Design fan_tach_monitor, sky130hd; sources not shown.
### Signal wires on met2

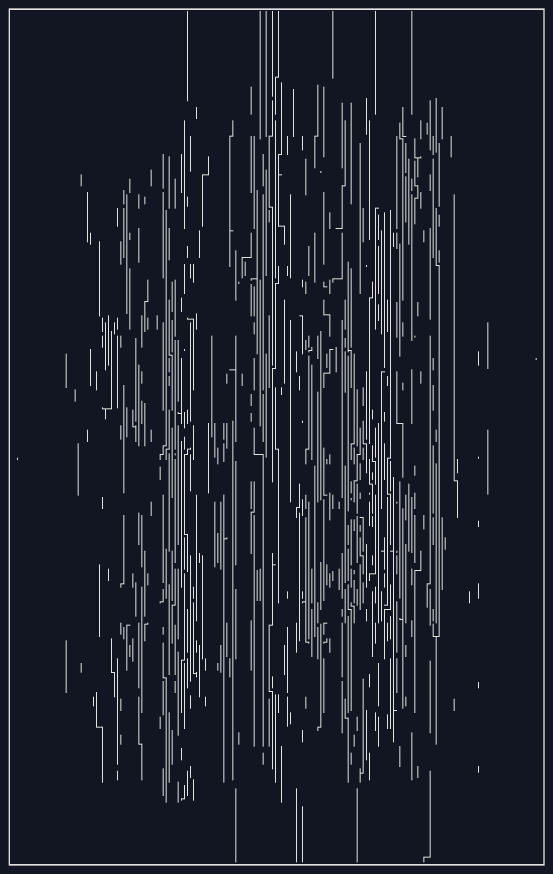
share of all routed wire: 56%
nets with wire on the layer: 305
longest straight run: 56.3 um
routing usage on met2: 27.6%
total detailed-routing wirelength: 7280 um
number of vias in the routed layout: 2,479

### Track usage over the die

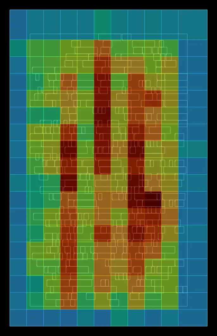
final core utilization: 54.5%
total global-route track usage: 15.5%

### Placement density heat map

The die is cut into 8 by 13 equal tiles; white is low, dark blue is high, 0 to 100% covered.
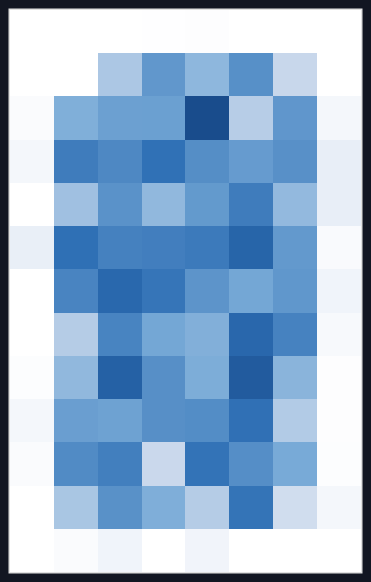
tiles over 75% full: 5.8%
fullest tile: 89%
emptiest ninth of the die: north-west
densest ninth of the die: centre
mean over tiles: 36%
nearly empty tiles: 23%
core footprint: 0.00718 mm2
Initial Utilization: 46.1%

### Routed metal, one colour a layer

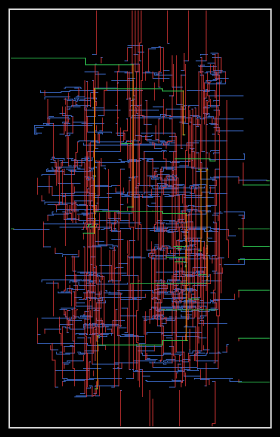
legend:
  M3:
    colour: green
    wire_length: 280 um
  M2:
    colour: red
    wire_length: 4,040 um
  M1:
    colour: blue
    wire_length: 2,740 um
  M4:
    colour: orange
    wire_length: 219 um
average wire per cell in the routed design: 16.2 um

==> results.txt <==
Status on the layout run. The flow ran to the end, and the final reports show no timing, DRC or antenna violations. For this design the ratio of total power to cell area is 225 mW/mm2. Max capacitance violation total landed at 0. The initialized floorplan defines between 40 and 50 standard-cell rows. Count of flip-flops with a built-in enable after synthesis landed at 0.

By instance count after routing, the leading logic cell types are 69 x sky130_fd_sc_hd__dfrtp_1, 53 x sky130_fd_sc_hd__nor2_1, 32 x sky130_fd_sc_hd__nand2_1. Final antenna diode count landed at 0. The critical path in this run is classified as primary input to flop.

Clock buffer count from CTS landed at 9. Per the CTS log, the root buffer master is sky130_fd_sc_hd__clkbuf_16. The detailed router finished its first iteration with approximately 130 violations. Per the synthesis report, the dominant area consumer among library cells is sky130_fd_sc_hd__dfrtp_1. Across all stage logs, warnings added up to 26.

After synthesis the netlist holds a flip-flop and latch count of 69. Routing resource usage on met1 recorded by global route was 15.5%. Adding up every negative setup slack in the final design gives 0 ps. Looking at the clock tree report, the H-tree level count equals 3. The area fraction of the largest cell type after synthesis is approximately 52%. The die is 130 um tall. Counting buffers and inverters, the worst setup path is 5 cells deep. Global routing finished with a remaining overflow of 0.

When the netlist entered floorplanning its net count stood at 345. Detailed placement ended at an HPWL of about 4900 um. The type recorded for the worst min-delay path is flop to flop. In the final layout, the multi-input gates occupy ~0.0015 mm2. In this run the remaining antenna-violating nets after routing total 0.

According to the I/O placement log, the pin count is 23. Critical path data required time landed at 7470 ps. OpenROAD reports that the post-layout worst path occupies 51.9% of the period. Per the GRT log, the top usage layer is met2.

The synthesis run shows the most used standard cells to be 69 x sky130_fd_sc_hd__dfrtp_1, 53 x sky130_fd_sc_hd__nor2_1, 32 x sky130_fd_sc_hd__nand2_1. Number of post-CTS setup repair buffers landed at 0. As logged by OpenROAD, the buffers inserted on ports number 22. The finished design was reported to have a net count of around 370. The flow measured a signed area growth from synthesis to layout of 18.1%.

In the post-synthesis netlist, the cell with the most instances is sky130_fd_sc_hd__dfrtp_1. Entering global routing, the biggest net connects about 70 pins. Measured in cells, the most critical reg-to-reg path has a length of 8. Highest fanout seen on the critical path landed at 17.

Synthesized netlist cell count landed at between 300 and 400. Number of global-route vias before repair landed at 2,588. On the worst path, the slowest cell contributes a delay of 640 ps. Per the STA report, the cell with the highest stage delay on the worst path is sky130_fd_sc_hd__or4_4. Number of hold violations in the final report landed at 0. Area of the synthesized netlist per yosys stat landed at 0.00331 mm2. In the Yosys stats the netlist draws on 46 distinct library cells. The CTS log lists the clock sinks for this run as between 60 and 70. Setup repair after global routing left no endpoint under its margin. Ranked by total cell area, the synthesized netlist is headed by sky130_fd_sc_hd__dfrtp_1 52%, sky130_fd_sc_hd__nor2_1 6.0%, sky130_fd_sc_hd__xnor2_1 5.3%. In the hold timing report, the worst path depth is 0. After detailed routing, no signal wire sits above met4. Number of antenna violations at the first check in global routing landed at 0.

STA classifies the critical path endpoint as a flop. After clock tree synthesis, the clock-pin slew on the worst setup and hold paths is 60 ps. Flip-flop count of the largest register after layout landed at 25. In the final layout, the fill cell count is between 600 and 700. Arrival time at the worst endpoint landed at 4010 ps. The kind of cell with the highest combined delay along the critical path is simple AND/OR/NAND/NOR gates.

Pins over their slew limit in the final report were tallied at 0. Ratio of cells with drive above 1 in the final layout landed at 7.99%. Per the power-grid run, VDD falls by no more than between 0.0001 and 0.00015 V. The share of the Yosys chip area taken by registers is between 50% and 60%. Final number of setup-violating endpoints landed at 0. Routability congestion estimate landed at 0.864.

In the synthesized netlist the dominant register cell turns out to be sky130_fd_sc_hd__dfrtp_1. Via density per instance landed at 5.52. In this run the deepest clock path goes through 2 buffers. Per the OpenROAD floorplan log, the area of the die is 0.0105 mm2. Post-route clock skew landed at slightly above 5 ps.

met3 track demand over resource after global routing is between 3 and 4%. Storage element area landed at 0.00173 mm2. Sum of routed wire segments on met1 landed at 2740 um. The number of buffers and inverters on the critical path is 1. Netlist area before placement landed at 0.00331 mm2. Per STA, the worst path is made up of clkdlybuf4s50_1 > nand4_2 > or4_4 > nor4b_4 > a22o_1. Detailed routing placed a total of 4040 um of wire on met2.

Maximum achievable frequency landed at approximately 0.27 GHz. TritonCTS built the clock tree. The horizontal die dimension reported for this design is 80.9 um. TritonRoute reported its final design rule violation total as 0. Across all register-to-register paths, the minimum setup slack is 4190 ps. Worst slew slack as a fraction of its limit landed at 43.4%. Post-CTS resize count landed at 0.
-- worst register-to-register path: stages (launching register included) --
cell,delay [ps]
sky130_fd_sc_hd__dfrtp_1,390
sky130_fd_sc_hd__ha_1,290
sky130_fd_sc_hd__ha_1,440
sky130_fd_sc_hd__inv_1,150
sky130_fd_sc_hd__nor4_1,370
sky130_fd_sc_hd__xor2_1,210
sky130_fd_sc_hd__or4_4,580
sky130_fd_sc_hd__nor4b_4,350
sky130_fd_sc_hd__a22o_1,170
-- report_power, final --
group	switching (mW)	internal [mW]
logic	0.0180	0.00507
clock network	0.164	0.302
registers	0.00216	0.391
-- metrics by stage --
stage / std cells / area, um2 / setup WS (ps) / power, mW
final: 449 / 3920 / 3470 / 0.882
after global routing: 449 / 3920 / 3360 / 0.915
after CTS: 449 / 3920 / 3490 / 0.894
after detailed placement: 433 / 3600 / 3130 / 0.424
after global placement: 433 / 3600 / 3210 / 0.423
after floorplan: 337 / 3310 / 4210 / 0.409
-- logic make-up (layout without fill, tap and decap cells) --
logic type / Yosys count / in the layout / synth area share [%]
buf+inv: 23 / 49 / 2.76
compound gates: 42 / 42 / 8.08
fa+ha+maj: 5 / 5 / 1.81
mux: 2 / 2 / 0.642
simple gates: 162 / 162 / 25.6
xor+xnor: 34 / 34 / 8.98
flops: 69 / 69 / 52.1
-- cell type report --
cell class	count	area share [%]
multi-input cells	245	38.2
repair buffers	25	6.07
clock inverters	6	2.24
inverters	8	0.767
clock buffers	10	5.85
flip-flops and latches	69	44.1
well taps	86	2.75
Power is estimated from default activity; no workload was simulated.
